**src/rtl/sensor_conditioner_if.sv**
```systemverilog
// Sensor-side signal bundle for the conditioning stage: raw sensor lines in,
// debounced levels and change strobes out.
interface sensor_conditioner_if;
  logic e_raw;
  logic w_raw;
  logic e;
  logic w;
  logic e_chg;
  logic w_chg;

  modport master (
    output e_raw, w_raw,
    input  e, w, e_chg, w_chg
  );

  modport slave (
    input  e_raw, w_raw,
    output e, w, e_chg, w_chg
  );
endinterface

```
**src/rtl/sensor_conditioner.sv**
```systemverilog
// Two independent sync + debounce channels (index 0 = east, 1 = west) that
// deliver clean e/w levels and one-cycle change strobes to the sequence FSM.
module sensor_conditioner #(
  parameter int unsigned DEBOUNCE = 4,
  parameter int unsigned CNT_W    = 8
) (
  input logic              clk,
  input logic              reset_n,
  sensor_conditioner_if.slave sif
);

  localparam logic [CNT_W-1:0] CNT_MAX = CNT_W'(DEBOUNCE - 1);

  logic [1:0]       raw;
  logic [1:0]       s1_q;
  logic [1:0]       s2_q;
  logic [1:0]       lvl_q;
  logic [1:0]       chg_q;
  logic [CNT_W-1:0] cnt_q [2];

  assign raw = {sif.w_raw, sif.e_raw};

  always_ff @(posedge clk or negedge reset_n) begin
    if (!reset_n) begin
      s1_q  <= '0;
      s2_q  <= '0;
      lvl_q <= '0;
      chg_q <= '0;
      for (int unsigned i = 0; i < 2; i++) begin
        cnt_q[i] <= '0;
      end
    end else begin
      s1_q  <= raw;
      s2_q  <= s1_q;
      chg_q <= '0;
      for (int unsigned i = 0; i < 2; i++) begin
        // Any agreeing sample restarts qualification, so bounces never leak.
        if (s2_q[i] == lvl_q[i]) begin
          cnt_q[i] <= '0;
        end else if (cnt_q[i] == CNT_MAX) begin
          lvl_q[i] <= s2_q[i];
          cnt_q[i] <= '0;
          chg_q[i] <= 1'b1;
        end else begin
          cnt_q[i] <= cnt_q[i] + CNT_W'(1);
        end
      end
    end
  end

  assign sif.e     = lvl_q[0];
  assign sif.w     = lvl_q[1];
  assign sif.e_chg = chg_q[0];
  assign sif.w_chg = chg_q[1];

endmodule

```
**src/flat_wrapper.sv**
```systemverilog
// flat-port wrapper written by rule: the top's interface ports become plain ports
module sensor_conditioner_flat 
#(
  parameter int unsigned DEBOUNCE = 4,
  parameter int unsigned CNT_W    = 8
)
  (clk, reset_n, sif_e_raw, sif_w_raw, sif_e, sif_w, sif_e_chg, sif_w_chg);
  sensor_conditioner_if sif_i ();
  input logic clk;
  input logic reset_n;
  input wire logic [$bits(sif_i.e_raw)-1:0] sif_e_raw;
  input wire logic [$bits(sif_i.w_raw)-1:0] sif_w_raw;
  output wire logic [$bits(sif_i.e)-1:0] sif_e;
  output wire logic [$bits(sif_i.w)-1:0] sif_w;
  output wire logic [$bits(sif_i.e_chg)-1:0] sif_e_chg;
  output wire logic [$bits(sif_i.w_chg)-1:0] sif_w_chg;
  assign sif_i.e_raw = sif_e_raw;
  assign sif_i.w_raw = sif_w_raw;
  assign sif_e = sif_i.e;
  assign sif_w = sif_i.w;
  assign sif_e_chg = sif_i.e_chg;
  assign sif_w_chg = sif_i.w_chg;
  sensor_conditioner #(.DEBOUNCE(DEBOUNCE), .CNT_W(CNT_W)) u_core (.clk(clk), .reset_n(reset_n), .sif(sif_i));
endmodule
```
**config.mk**
```make
export PLATFORM = sky130hd
export DESIGN_NAME = sensor_conditioner_flat
export DESIGN_NICKNAME = d
export VERILOG_FILES = /design/src/rtl/sensor_conditioner_if.sv /design/src/rtl/sensor_conditioner.sv /design/src/flat_wrapper.sv
export SDC_FILE = /design/constraint.sdc
export NUM_CORES = 1
export LEC_CHECK = 0
export CORE_MARGIN = 2
export CORE_UTILIZATION = 55
export CTS_BUF_LIST = sky130_fd_sc_hd__clkbuf_4 sky130_fd_sc_hd__clkbuf_8 sky130_fd_sc_hd__clkbuf_16
export DETAILED_ROUTE_END_ITERATION = 7
export GPL_ROUTABILITY_DRIVEN = 0
export HOLD_SLACK_MARGIN = 0.06
export PLACE_DENSITY = 0.76
export SLEW_MARGIN = 30
export SYNTH_ARGS = -nofsm -noshare
export SYNTH_HDL_FRONTEND = slang
export SYNTH_SLANG_ARGS = --single-unit
```
**constraint.sdc**
```tcl
create_clock -name clk -period 1.6 [get_ports clk]
set_clock_uncertainty 0.15 [all_clocks]
set_input_delay 0.24 -clock clk [delete_from_list [all_inputs] [get_ports clk]]
set_output_delay 0.24 -clock clk [all_outputs]
set_load 0.01 [all_outputs]
```
==> images/port_nets.png <==
(10 px per um)
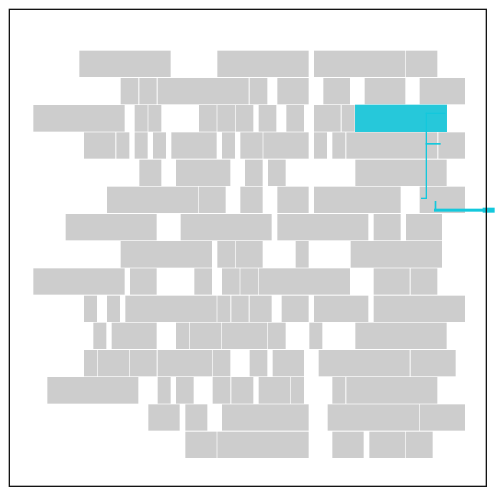
Key: sif_w = cyan [bits 1, direction output, edge east, end cells 1, buffers 1, wire 17.9 um]
IO Port Bufs: 7
io pins: 8

==> images/cell_classes.png <==
(6 px per um)
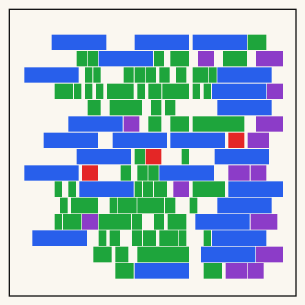
Key: all other logic = green [cells 68, share of their area 38%]; cells driving clock nets = red [cells 3, share of their area 1.8%]; flip-flops = blue [cells 24, share of their area 49%]; other buffers and delay cells = purple [cells 14, share of their area 11%]
Final Instance Area: 0.00126 mm^2
Final Core Density: 71.3%
Seq area share: 47.8%

==> images/clock_map.png <==
(10 px per um)
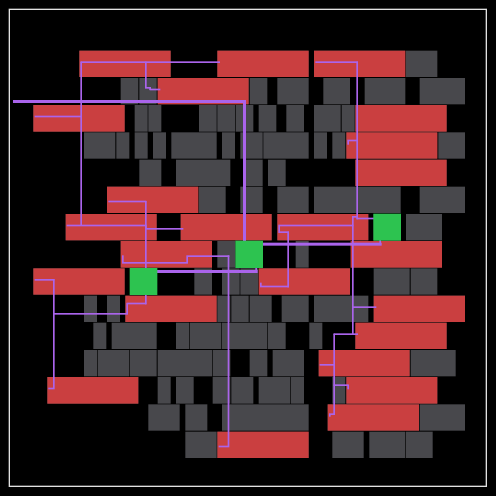
Key: flip-flops = red [count 24]; cells driving clock nets = green [count 3]; clock wires = purple [length 261 um]
Position of the flops: widely spread.
Clock Power Share: 16.0%
Skew-Pair Late Insertion Delay: 310 ps
Clk. pwr: 249 uW

==> images/met3.png <==
(8 px per um) Cells faint in the background.
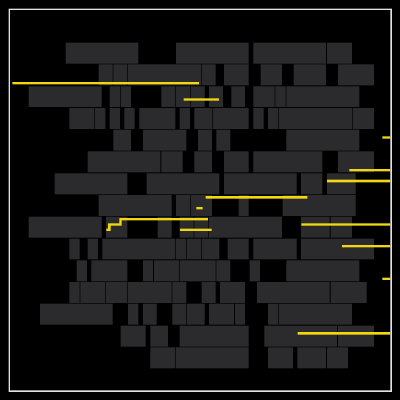
The longest straight run is 23.0 um. The layer holds 5.8% of the routed length.
met3 usage in global routing: 7.92%
via count: 721
total wire length: 1.70 mm

==> results.yml <==
# synthesis and place-and-route metrics
logic_synthesis:
  synth_area_mm2: 0.00104
  postSynthSeqShare_pct: 57.6
  xor_area_share_pct: 6.71
  yosys-top-cells-count: "24 x dfrtp_1, 12 x nor2_1, 8 x nand3_1, 6 x o21ai_0, 6 x or3_1"
  synthArstFlopShare_pct: 100
  numSynthFlops: 24
  largest_area_cell: "dfrtp_1"
  synthSimpleGateAreaFrac_pct: 19.4
  post_synth.cell_area_avg_um2: 11.3
  ys_warn_count: 0
  topCellsByArea: "dfrtp_1 58%, ha_1 4.8%, nor2_1 4.3%"
  synth_top_area_share_pct: 57.6
  synthFlopType: "dfrtp_1"
power:
  swShare_pct: 32.5
  seq_power_uw: 776
  pg_comb_uw: 530
  power-top-group: "sequential cells"
  intPower_uw: 1050
  p_seq_share_pct: 49.9
  combPwrFrac_pct: 34.1
  p_sw_uw: 505
min_path:
  hp-class: "primary input to async pin"
worst_setup_path:
  slowest_stage: "dfrtp_1"
  path_max_fanout: 5
  arrival_ps: 1590
  path_buffers: 0
  r2r-start: "u_core.cnt_q[1]"
  rr_worst_depth: 4
  endpoint: "u_core.lvl_q[1]"
  required_ps: 1640
  end_kind: "flop"
  slowest_delay_ps: 430
  crit_chain: "ha_2 -> nor4b_4 -> nand2_1 -> mux2_1"
  crit_family: "flip-flops"
placed_design:
  dp_slack_ps: 61.6
  placed_area_mm2: 0.00117
  placedCellCount: 128
outcome:
  status: "complete, no violations"
timing:
  timing.final.crit_share_pct: 96.9
  rsz0062_at_grt: "true"
  max_slew_margin_pct: 81.0
  hold_ws_ps: 110
  setup_tns_ps: 0
  slew_viol_final: 0
  finalHoldViolations: 0
finish:
  drive_gt1_share_pct: 18.3
  nClkBuffers: 3
  area_growth_syn_to_layout_pct: 20.5
  nonClkBufAreaFrac_pct: 10.5
  largest_cell_class: "sequential cells"
  comb_area_um2: 455
  ff_latch_area_um2: 601
  logic_gates: 64
  n_fill_cell: 149
  n_all_buffers: 14
  clk_share_pct: 1.79
  largest_register_ffs: 16
detailed_routing:
  firstDrtPassIters: 4
  drc: 0
  postRouteAntennaNets: 0
  wl_per_cell_um: 12.7
  drt_iter0_drc: 13
  detail_route.vias_per_cell: 5.38
global_routing:
  antenna_found_initial: 0
  grt-busiest-layer: "met2"
  grt_util_met2_pct: 29.2
  grt_pass1_vias: 682
  grt_overflow: 0
  grt_max_degree: 25
cts:
  cts.clk_slew.worst_paths_ps: 120
  clockBufferDepth: 2
  post_cts_buffers: 2
run:
  maxCapViolations: 0
  openroad.warnings: 29
floorplanning:
  fp.coreArea_mm2: 0.00176
  chipArea_mm2: 0.00226
  die_w_um: 47.6
  rows: 15
[cell usage in the layout, fill, tap and decap left out, drive strengths merged]
cell / netlist / final
a21o: 2 / 2
clkbuf: 0 / 3
mux2: 2 / 2
clkdlybuf4s50: 0 / 3
nand2: 4 / 4
a21oi: 6 / 6
buf: 0 / 7
ha: 4 / 4
dfrtp: 24 / 24
o21ai: 6 / 6
nand3: 8 / 8
xor2: 4 / 4
nor3: 2 / 2
dlymetal6s2s: 0 / 4
inv: 4 / 4
or3: 6 / 6
xnor2: 4 / 4
nand4: 2 / 2
nor2: 12 / 12
nor4b: 2 / 2
[metal layers]
metal | vias up | share of wire, %
met4 | 0 | 0.88
met5 | - | 0
met1 | 352 | 47
li1 | 351 | -
met2 | 16 | 46
met3 | 2 | 5.8
Power is estimated from default activity; no workload was simulated.
